--- src/rtl/cu_pkg.sv ---
// Shared definitions for the microcoded control unit: opcodes, register-bank
// input selects, jump conditions, FSM state encoding and instruction fields.
// The WAIT state exists only when CU_SINGLE_STEP_EN is defined.
package cu_pkg;

    localparam logic [3:0] OP_NOP  = 4'h0;
    localparam logic [3:0] OP_LDA  = 4'h1;
    localparam logic [3:0] OP_LDB  = 4'h2;
    localparam logic [3:0] OP_LDI  = 4'h3;
    localparam logic [3:0] OP_MOV  = 4'h4;
    localparam logic [3:0] OP_ALU  = 4'h5;
    localparam logic [3:0] OP_JMP  = 4'h6;
    localparam logic [3:0] OP_JZ   = 4'h7;
    localparam logic [3:0] OP_JC   = 4'h8;
    localparam logic [3:0] OP_HALT = 4'hF;

    localparam logic [2:0] SEL_INA   = 3'd0;
    localparam logic [2:0] SEL_INB   = 3'd1;
    localparam logic [2:0] SEL_CONST = 3'd2;
    localparam logic [2:0] SEL_ALU   = 3'd3;
    localparam logic [2:0] SEL_REG   = 3'd4;

    localparam logic [1:0] COND_ALWAYS = 2'd0;
    localparam logic [1:0] COND_Z      = 2'd1;
    localparam logic [1:0] COND_C      = 2'd2;

    // Instruction field bit positions
    localparam int OPC_MSB = 15;
    localparam int OPC_LSB = 12;
    localparam int RD_MSB  = 11;
    localparam int RD_LSB  = 8;
    localparam int FLD_MSB = 7;
    localparam int FLD_LSB = 0;
    localparam int SUB_MSB = 3;
    localparam int SUB_LSB = 0;
    localparam int TGT_MSB = 11;
    localparam int TGT_LSB = 0;

    typedef enum logic [2:0] {
        ST_IDLE  = 3'd0,
        ST_FETCH = 3'd1,
        ST_EXEC  = 3'd2,
        ST_HALT  = 3'd3
`ifdef CU_SINGLE_STEP_EN
        , ST_WAIT = 3'd4
`endif
    } state_e;

endpackage

--- src/rtl/cu_decoder.sv ---
// Combinational instruction decoder. Maps one 16-bit instruction onto the
// register-bank controls plus the branch/halt indications. Ungated: the
// sequencer qualifies everything with the EXEC state.
module cu_decoder
    import cu_pkg::*;
#(
    parameter int DATA_WIDTH = 8
) (
    input  logic [15:0]           instr_i,
    output logic                  we_o,
    output logic [2:0]            in_mux_add_o,
    output logic [3:0]            out_mux_add_o,
    output logic [3:0]            reg_add_o,
    output logic [3:0]            alu_op_o,
    output logic [DATA_WIDTH-1:0] cu_const_o,
    output logic                  is_jump_o,
    output logic [1:0]            jump_cond_o,
    output logic                  is_halt_o
);

    logic [3:0]            opcode;
    logic [3:0]            rd;
    logic [3:0]            sub;
    logic [DATA_WIDTH-1:0] imm_ext;

    assign opcode  = instr_i[OPC_MSB:OPC_LSB];
    assign rd      = instr_i[RD_MSB:RD_LSB];
    assign sub     = instr_i[SUB_MSB:SUB_LSB];
    // imm8 is zero-extended or truncated to the register-bank width
    assign imm_ext = DATA_WIDTH'(instr_i[FLD_MSB:FLD_LSB]);

    // Opcode decode; illegal opcodes 9..E fall into the default and act as NOP
    always_comb begin
        we_o          = 1'b0;
        in_mux_add_o  = SEL_INA;
        out_mux_add_o = 4'd0;
        reg_add_o     = 4'd0;
        alu_op_o      = 4'd0;
        cu_const_o    = '0;
        is_jump_o     = 1'b0;
        jump_cond_o   = COND_ALWAYS;
        is_halt_o     = 1'b0;
        case (opcode)
            OP_LDA: begin
                we_o         = 1'b1;
                in_mux_add_o = SEL_INA;
                reg_add_o    = rd;
            end
            OP_LDB: begin
                we_o         = 1'b1;
                in_mux_add_o = SEL_INB;
                reg_add_o    = rd;
            end
            OP_LDI: begin
                we_o         = 1'b1;
                in_mux_add_o = SEL_CONST;
                reg_add_o    = rd;
                cu_const_o   = imm_ext;
            end
            OP_MOV: begin
                we_o          = 1'b1;
                in_mux_add_o  = SEL_REG;
                reg_add_o     = rd;
                out_mux_add_o = sub;
            end
            OP_ALU: begin
                we_o         = 1'b1;
                in_mux_add_o = SEL_ALU;
                reg_add_o    = rd;
                alu_op_o     = sub;
            end
            OP_JMP: begin
                is_jump_o   = 1'b1;
                jump_cond_o = COND_ALWAYS;
            end
            OP_JZ: begin
                is_jump_o   = 1'b1;
                jump_cond_o = COND_Z;
            end
            OP_JC: begin
                is_jump_o   = 1'b1;
                jump_cond_o = COND_C;
            end
            OP_HALT: is_halt_o = 1'b1;
            default: ;
        endcase
    end

endmodule

--- src/rtl/cu_sequencer.sv ---
// Microcoded control unit: fetches from a 1-cycle-latency program ROM,
// executes one instruction every two cycles and drives the register-bank
// write port. Optional macro CU_SINGLE_STEP_EN adds a `step` input and a
// WAIT state after every EXEC.
//
//   state | meaning
//   ------+---------------------------------------------------------------
//   IDLE  | after reset; pc=0, waits for start
//   FETCH | prog_addr=pc presented to ROM; instr valid next cycle
//   EXEC  | instr decoded, controls driven for this cycle only, pc advances
//   HALT  | done=1; start restarts from pc=0 with cleared flags
//   WAIT  | (single-step only) busy, controls idle, leaves on step=1
module cu_sequencer
    import cu_pkg::*;
#(
    parameter int PC_WIDTH   = 8,
    parameter int DATA_WIDTH = 8
) (
    input  logic                  clk,
    input  logic                  reset,
    input  logic                  start,
`ifdef CU_SINGLE_STEP_EN
    input  logic                  step,
`endif
    output logic [PC_WIDTH-1:0]   prog_addr,
    input  logic [15:0]           instr,
    input  logic                  alu_zero,
    input  logic                  alu_carry,
    output logic [3:0]            alu_op,
    output logic [2:0]            in_mux_add,
    output logic [3:0]            out_mux_add,
    output logic [3:0]            reg_add,
    output logic                  we,
    output logic [DATA_WIDTH-1:0] cu_const,
    output logic                  busy,
    output logic                  done
);

    state_e                state_q, state_d;
    logic [PC_WIDTH-1:0]   pc_q, pc_d;
    logic                  z_q, z_d;
    logic                  c_q, c_d;
    logic                  busy_q, done_q;

    logic                  dec_we;
    logic [2:0]            dec_in_mux;
    logic [3:0]            dec_out_mux;
    logic [3:0]            dec_reg_add;
    logic [3:0]            dec_alu_op;
    logic [DATA_WIDTH-1:0] dec_const;
    logic                  dec_is_jump;
    logic [1:0]            dec_cond;
    logic                  dec_is_halt;

    logic                  in_exec;
    logic                  is_alu;
    logic                  cond_ok;
    logic                  jump_taken;
    logic [PC_WIDTH-1:0]   jump_tgt;

    cu_decoder #(
        .DATA_WIDTH (DATA_WIDTH)
    ) u_decoder (
        .instr_i       (instr),
        .we_o          (dec_we),
        .in_mux_add_o  (dec_in_mux),
        .out_mux_add_o (dec_out_mux),
        .reg_add_o     (dec_reg_add),
        .alu_op_o      (dec_alu_op),
        .cu_const_o    (dec_const),
        .is_jump_o     (dec_is_jump),
        .jump_cond_o   (dec_cond),
        .is_halt_o     (dec_is_halt)
    );

    assign in_exec  = (state_q == ST_EXEC);
    assign is_alu   = (instr[OPC_MSB:OPC_LSB] == OP_ALU);
    assign jump_tgt = PC_WIDTH'(instr[TGT_MSB:TGT_LSB]);

    // Branch condition evaluated against the latched flags, never live ALU inputs
    always_comb begin
        case (dec_cond)
            COND_Z:  cond_ok = z_q;
            COND_C:  cond_ok = c_q;
            default: cond_ok = 1'b1;
        endcase
        jump_taken = dec_is_jump & cond_ok;
    end

    // Next-state, program counter and flag computation
    always_comb begin
        state_d = state_q;
        pc_d    = pc_q;
        z_d     = z_q;
        c_d     = c_q;
        case (state_q)
            ST_IDLE: begin
                pc_d = '0;
                if (start) state_d = ST_FETCH;
            end
            ST_FETCH: state_d = ST_EXEC;
            ST_EXEC: begin
                pc_d = jump_taken ? jump_tgt : pc_q + PC_WIDTH'(1);
                if (is_alu) begin
                    z_d = alu_zero;
                    c_d = alu_carry;
                end
                if (dec_is_halt) begin
                    state_d = ST_HALT;
                end else begin
`ifdef CU_SINGLE_STEP_EN
                    state_d = ST_WAIT;
`else
                    state_d = ST_FETCH;
`endif
                end
            end
            ST_HALT: begin
                if (start) begin
                    pc_d    = '0;
                    z_d     = 1'b0;
                    c_d     = 1'b0;
                    state_d = ST_FETCH;
                end
            end
`ifdef CU_SINGLE_STEP_EN
            ST_WAIT: if (step) state_d = ST_FETCH;
`endif
            default: state_d = ST_IDLE;
        endcase
    end

    // State register with registered status outputs derived from the next state
    always_ff @(posedge clk or posedge reset) begin
        if (reset) begin
            state_q <= ST_IDLE;
            pc_q    <= '0;
            z_q     <= 1'b0;
            c_q     <= 1'b0;
            busy_q  <= 1'b0;
            done_q  <= 1'b0;
        end else begin
            state_q <= state_d;
            pc_q    <= pc_d;
            z_q     <= z_d;
            c_q     <= c_d;
`ifdef CU_SINGLE_STEP_EN
            busy_q  <= (state_d == ST_FETCH) || (state_d == ST_EXEC) || (state_d == ST_WAIT);
`else
            busy_q  <= (state_d == ST_FETCH) || (state_d == ST_EXEC);
`endif
            done_q  <= (state_d == ST_HALT);
        end
    end

    // Controls are only live during EXEC; an async reset leaves EXEC at once
    assign we          = in_exec & dec_we;
    assign in_mux_add  = in_exec ? dec_in_mux  : 3'd0;
    assign out_mux_add = in_exec ? dec_out_mux : 4'd0;
    assign reg_add     = in_exec ? dec_reg_add : 4'd0;
    assign alu_op      = in_exec ? dec_alu_op  : 4'd0;
    assign cu_const    = in_exec ? dec_const   : '0;

    assign prog_addr = pc_q;
    assign busy      = busy_q;
    assign done      = done_q;

endmodule
--- config.mk ---
export PLATFORM = sky130hd
export DESIGN_NAME = cu_sequencer
export DESIGN_NICKNAME = d
export VERILOG_FILES = /design/src/rtl/cu_pkg.sv /design/src/rtl/cu_decoder.sv /design/src/rtl/cu_sequencer.sv
export SDC_FILE = /design/constraint.sdc
export NUM_CORES = 1
export LEC_CHECK = 0
export CORE_UTILIZATION = 35
export DETAILED_ROUTE_END_ITERATION = 8
export GPL_ROUTABILITY_DRIVEN = 1
export PLACE_DENSITY = 0.73
export REMOVE_ABC_BUFFERS = 1
export SYNTH_ARGS = -nofsm -noshare
export SYNTH_HDL_FRONTEND = slang
export SYNTH_SLANG_ARGS = --single-unit
--- constraint.sdc ---
create_clock -name clk -period 1.7 [get_ports clk]
set_input_delay 0.34 -clock clk [delete_from_list [all_inputs] [get_ports clk]]
set_output_delay 0.34 -clock clk [all_outputs]
set_load 0.1 [all_outputs]
==> run_1/metal_stack.png <==
(8 px per micron) Two of the layers only.
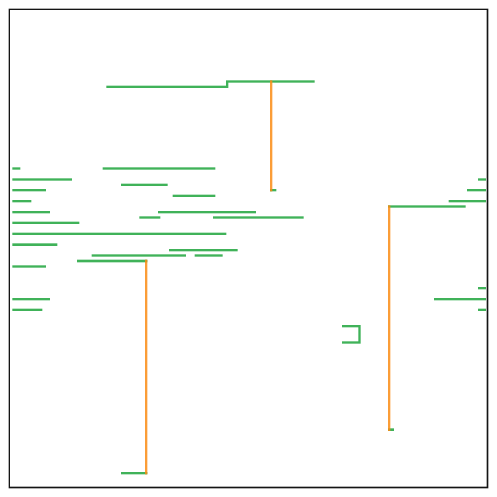
| layer | color | wire length |
|---|---|---|
| met3 | green | 211 microns |
| met4 | orange | 68.0 microns |
post-detailed-route wirelength per cell: 16.8 microns
overall via count from detail_route: 1338
GRT Resource Usage Total: 23.6%
detailed-route wire length: 4320 microns

==> run_1/met3.png <==
(6 px per micron)
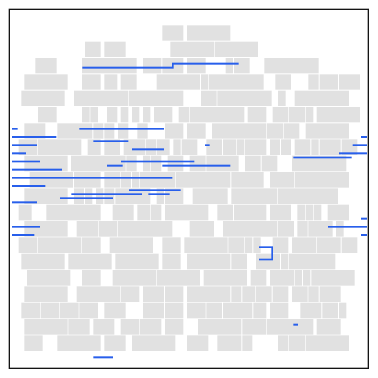
nets with wire on the layer: 30
wire length on this layer: 211 microns
share of all routed wire: 4.9%
longest straight run: 26.4 microns
main direction: horizontal

==> run_1/registers.png <==
(8 px per micron) Other sequential cells in the stronger gray, the rest of the logic in the fainter gray.
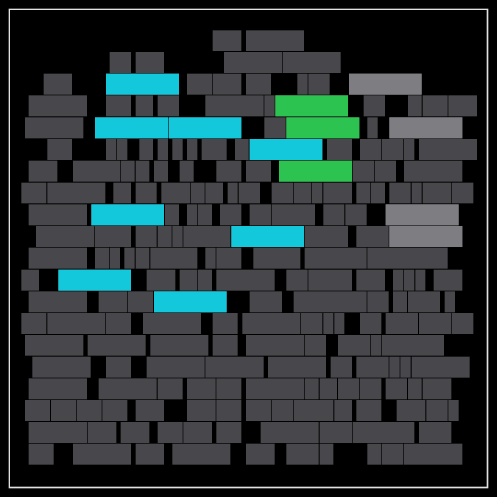
| name in the netlist | color | sequential cells |
|---|---|---|
| `state_q` | green | 3 |
| `prog_addr` | cyan | 8 |
not colored: 4
Layout Utilization: 79.2%
sequential standard cell area: 375 sq um
Seq. pwr: 0.391 mW
sequential fraction of total cell area: 15.3%

==> metrics.log, run 1 <==
[flow] final metrics
INFO  metric starting_density_of_the_core = 37.4%
INFO  metric setup_viol_count_final = 31
INFO  metric power.switching = 0.328 mW
INFO  metric avgViaCountPerCell = 5.21
INFO  metric drt_iter0_markers = 64
INFO  metric timing.final.crit_share = 143%
INFO  metric pg_clk = 0.217 mW
INFO  metric placed_area = 2230 sq um
INFO  metric fin_ws = -0.735 ns
INFO  metric core.rowCount = 20
INFO  metric comb-power = 0.322 mW
INFO  metric failed_checks = negative setup slack
INFO  metric min-delay-path-class = in2async
INFO  metric largest_area_cell = dfrtp_1
INFO  metric sequentialPowerShare = 42.0%
INFO  metric number_of_global_route_vias_before_repair = 1329
INFO  metric outcome = finished with violations
INFO  metric ys_seq_elements = 15
INFO  metric cts_max_level = 1
INFO  metric ys_chip_area = 1160 sq um
INFO  metric synth_top_flop_cell = dfrtp_1
INFO  metric post-route-min-period = 2.44 ns
run 1: final timing paths:
check                                           from                        to  slack [ns]  cells past startpoint
worst max-delay path            state_q[0]$_DFF_PP0_            out_mux_add[0]       -0.74                      6
worst min-delay path                           reset           z_q$_DFFE_PP0P_        0.43                      2
worst max register to register  state_q[0]$_DFF_PP0_           z_q$_DFFE_PP0P_        0.01                      7
worst min register to register       c_q$_DFFE_PP0P_           c_q$_DFFE_PP0P_        0.59                      2
max in group asynchronous                      reset  prog_addr[1]$_DFFE_PP0P_        0.88                      2
min in group clk                     c_q$_DFFE_PP0P_           c_q$_DFFE_PP0P_        0.59                      2
run 1: kinds of logic after synthesis:
logic type	after synthesis	synth area share [%]
mux	3	2.59
compound gates	26	18.2
flops	15	32.3
buf+inv	12	5.28
fa+ha+maj	3	3.23
simple gates	70	37.3
other cells	1	0.323
xor+xnor	1	0.754
run 1: layout make-up:
type	count	area, sq um
repair buffers	84	1120
multi-input cells	105	853
inverters	5	21.3
well taps	44	55.1
clock buffers	3	22.5
flip-flops and latches	15	375
fillers	214	646
clock inverters	1	5.00
run 1: layout by cell type (no fill, tap or decap), types with 2 or more instances in the layout:
cell and count:
nor3b_1 3, buf_12 34, o211a_1 2, clkbuf_4 3
and3_1 2, buf_4 23, mux2i_1 3, and2_4 19
nor2_1 4, nand3_1 2, dfrtp_1 15, a21oi_1 2
clkdlybuf4s50_1 16, buf_2 2, a32oi_1 5, buf_6 9
o21ai_1 3, inv_1 4, o21ai_0 6, or2_4 2
nor4_1 2, a21oi_4 2, nor4_4 3, nor3_1 5
nand2_1 18
run 1: registers in the layout (all words and copies together) (netlist names):
signal	flops
busy	1
c_q	1
done	1
prog_addr	8
state_q	3
z_q	1
==> run 2: changes to the inputs <==
--- a/config.mk
+++ b/config.mk
@@ -5,10 +5,11 @@
 export SDC_FILE = /design/constraint.sdc
 export NUM_CORES = 1
 export LEC_CHECK = 0
-export CORE_UTILIZATION = 35
+export CORE_UTILIZATION = 50
 export DETAILED_ROUTE_END_ITERATION = 8
+export DONT_BUFFER_PORTS = 1
 export GPL_ROUTABILITY_DRIVEN = 1
-export PLACE_DENSITY = 0.73
+export PLACE_DENSITY = 0.68
 export REMOVE_ABC_BUFFERS = 1
 export SYNTH_ARGS = -nofsm -noshare
 export SYNTH_HDL_FRONTEND = slang
==> run 2 against run 1 <==
- the flow now stops in global routing
- area after synthesis did not move
- synthesized cell count did not move
==> metrics.log, run 2 <==
[report] extracting results
INFO  metric grtUsageTotal = 69.4%
INFO  metric weighted_congestion_reported_at_the_end_of_routability_driven_placement = 0.849 (was 0.853)
INFO  metric cts_max_level = 1 (unchanged)
INFO  metric detailedPlacementHpwl = 2850 microns (was 2870 microns)
INFO  metric die-height = 50.2 microns (was 59.6 microns)
INFO  metric synth_cell_types = 39 (unchanged)
INFO  metric starting_density_of_the_core = 53.0% (was 37.4%)
INFO  metric cts-buffers-inserted = 3 (unchanged)
INFO  metric tritoncts_num_sinks = 15 (unchanged)
INFO  metric outcome = stopped before the end (was finished with violations)
INFO  metric synth.cell_area = 1160 sq um (unchanged)
INFO  metric synth_seq_share = 32.3% (unchanged)
INFO  metric synth_top_flop_cell = dfrtp_1 (unchanged)
INFO  metric ys_chip_area = 1160 sq um (unchanged)
INFO  metric ys_seq_elements = 15 (unchanged)
INFO  metric firstError = [ERROR GRT-0232] Routing congestion too high. Check the congestion heatmap in the GUI.
INFO  metric terminating_stage_of_the_flow = global routing
INFO  metric async_flop_share = 100% (unchanged)
INFO  metric largest_area_cell = dfrtp_1 (unchanged)
INFO  metric repair-timing-grt-worst-ep = reg_add[1]
INFO  metric core.rowCount = 17 (was 20)
INFO  metric synth_area_per_cell = 8.86 sq um (unchanged)
INFO  metric clock-root-buffer = clkbuf_4 (unchanged)
==> run 2: cell families after synthesis <==
kind of cell	Yosys count	share of synthesized area, %
flip-flops	15	32.3
AND-OR/OR-AND	26	18.2
adder cells (fa/ha/maj)	3	3.23
buffers and inverters	12	5.28
multiplexers	3	2.59
AND/OR/NAND/NOR	70	37.3
other	1	0.323
XOR/XNOR	1	0.754
==> run 2: what timing repair did <==
item / 4_1_cts
setup endpoints to repair: 34
cloned: 1
hold endpoints to repair: 15
buffers inserted: 6
hold buffers: 1
pin swaps: 28
gates resized: 38
==> run 2: per-stage QoR <==
step                instance area (sq um)  setup TNS, ns
floorplan                            1120         -32.02
global placement                     1810         -11.31
detailed placement                   1810         -14.33
CTS                                  2030         -14.83
==> run 2: routing by layer <==
metal / overflow / track usage, %
met5: 0 / 0
met4: 11 / 83.8
met3: 0 / 45.2
met2: 5 / 87.3
met1: 0 / 69.1
==> run 3: changes to the inputs <==
--- a/config.mk
+++ b/config.mk
@@ -5,11 +5,12 @@
 export SDC_FILE = /design/constraint.sdc
 export NUM_CORES = 1
 export LEC_CHECK = 0
-export CORE_UTILIZATION = 50
+export CORE_AREA = 2 2 63 65
 export DETAILED_ROUTE_END_ITERATION = 8
+export DIE_AREA = 0 0 65 67
 export DONT_BUFFER_PORTS = 1
 export GPL_ROUTABILITY_DRIVEN = 1
-export PLACE_DENSITY = 0.68
+export PLACE_DENSITY_LB_ADDON = 0.15
 export REMOVE_ABC_BUFFERS = 1
 export SYNTH_ARGS = -nofsm -noshare
 export SYNTH_HDL_FRONTEND = slang
==> constraint.sdc (replaced) <==
create_clock -name clk -period 2.2 [get_ports clk]
set_input_delay 0.44 -clock clk [delete_from_list [all_inputs] [get_ports clk]]
set_output_delay 0.44 -clock clk [all_outputs]
set_load 0.1 [all_outputs]
==> run_3/registers.png <==
(8 px per micron) Other sequential cells in the stronger gray, the rest of the logic in the fainter gray.
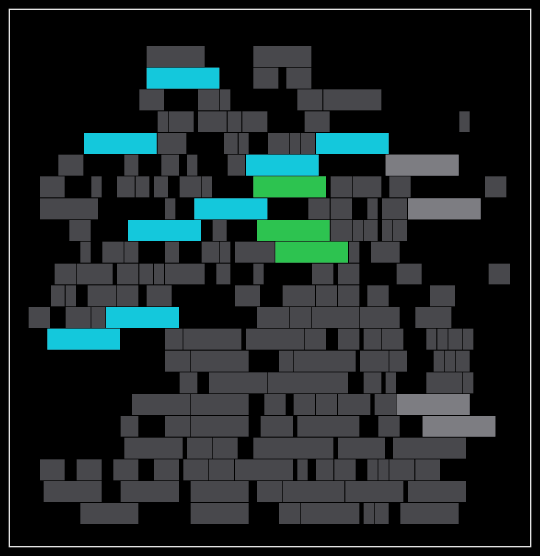
| name in the netlist | color | sequential cells |
|---|---|---|
| `prog_addr` | cyan | 8 |
| `state_q` | green | 3 |
sequential fraction of total cell area: 18.8%
Seq. pwr: 0.298 mW

==> run_3/final_congestion.png <==
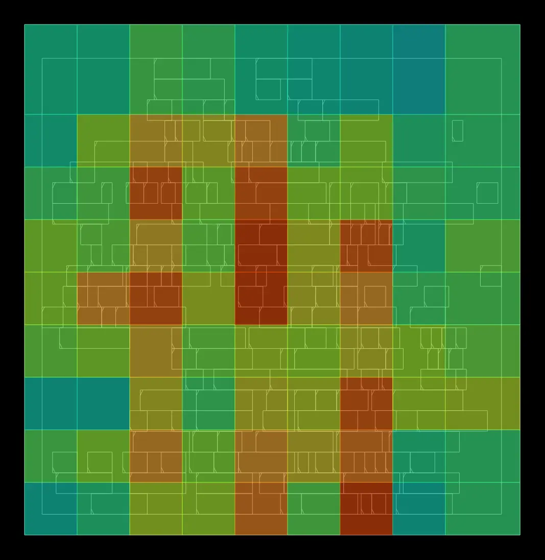
met2 Track Usage GR: 28.6%
peak-usage layer in the global routing report: met2
Layout Utilization: 55.3%
met3 Track Usage GR: 5.41%

==> run_3/met1.png <==
(8 px per micron) Supply wires on this layer in gray.
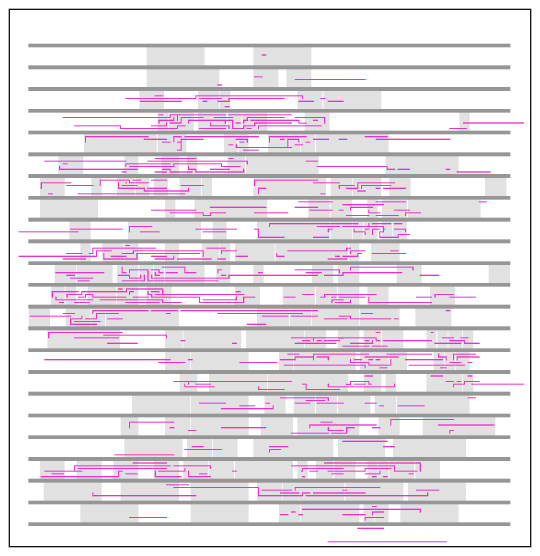
nets with wire on the layer: 176
share of all routed wire: 43%

==> run 3 against run 2 <==
- the run now ends with negative setup slack left
- area after synthesis stayed put
- synthesized cell count stayed put
==> metrics.log, run 3 <==
[flow] final metrics
INFO  metric fin_ws = -0.126 ns
INFO  metric sequentialPowerShare = 44.0%
INFO  metric synth.cell_area = 1160 sq um (unchanged)
INFO  metric setup_viol_count_final = 23
INFO  metric synth_area_per_cell = 8.86 sq um (unchanged)
INFO  metric synth_seq_share = 32.3% (unchanged)
INFO  metric failed_checks = negative setup slack
INFO  metric ys_chip_area = 1160 sq um (unchanged)
INFO  metric avgViaCountPerCell = 5.12
INFO  metric filler_cell_count = 330
INFO  metric ys_sh_adder = 3.23% (unchanged)
INFO  metric vias = 1167
INFO  metric outcome = finished with violations (was stopped before the end)
INFO  metric regToRegSetupSlack = 0.42 ns
INFO  metric drt_iter0_markers = 50
INFO  metric mux_area_share = 2.59% (unchanged)
INFO  metric core.rowCount = 22 (was 17)
INFO  metric synthAoiAreaFrac = 18.2% (unchanged)
INFO  metric cts_max_level = 1 (unchanged)
INFO  metric power.switching = 0.212 mW
## run 3: cell counts after synthesis
Identical to the previous run, type by type.
## run 3: layer usage
metal | up-vias | wire length (microns)
li1 | 566 | -
met1 | 564 | 1480
met2 | 33 | 1730
met3 | 4 | 191
met4 | 0 | 35
met5 | - | 0
## run 3: path summary, 6_finish.rpt
path                                      start                        to  cells after the start
max                        state_q[0]$_DFF_PP0_                reg_add[0]                      6
min                                       reset  prog_addr[5]$_DFFE_PP0P_                      1
max reg2reg                state_q[0]$_DFF_PP0_           z_q$_DFFE_PP0P_                      8
min reg2reg                     c_q$_DFFE_PP0P_           c_q$_DFFE_PP0P_                      2
max in group asynchronous                 reset      state_q[0]$_DFF_PP0_                      1
min in group clk                      alu_carry           c_q$_DFFE_PP0P_                      2
## run 3: cells by family after synthesis
logic type               Yosys count
adder cells (fa/ha/maj)            3
AND-OR/OR-AND                     26
XOR/XNOR                           1
buffers and inverters             12
flip-flops                        15
other                              1
AND/OR/NAND/NOR                   70
multiplexers                       3
## run 3: layout make-up
cell class	instances	area [sq um]	share of cell area, %
Timing Repair Buffer	52	714	35.8
Clock buffer	4	45.0	2.26
Tap cell	48	60.1	3.01
Multi-Input combinational cell	104	781	39.1
Sequential cell	15	375	18.8
Inverter	5	18.8	0.941
## run 3: timing repair
item	4_1_cts	5_1_grt
resized	22	3
pin swaps	5	4
buffers inserted	4	3
endpoints found under the setup margin	24	24
## run 3: through the flow
step                cell area (sq um)  power, mW  std cells  util, %
CTS                              1960      0.685        225     54.4
floorplan                        1120      0.404        124        -
finish                           1990      0.676        228     55.3
global placement                 1820      0.445        217     50.5
detailed placement               1820      0.448        217     50.5
global route                     1990      0.709        228     55.3
No activity file was given, so power comes from the tool's default toggle rates.
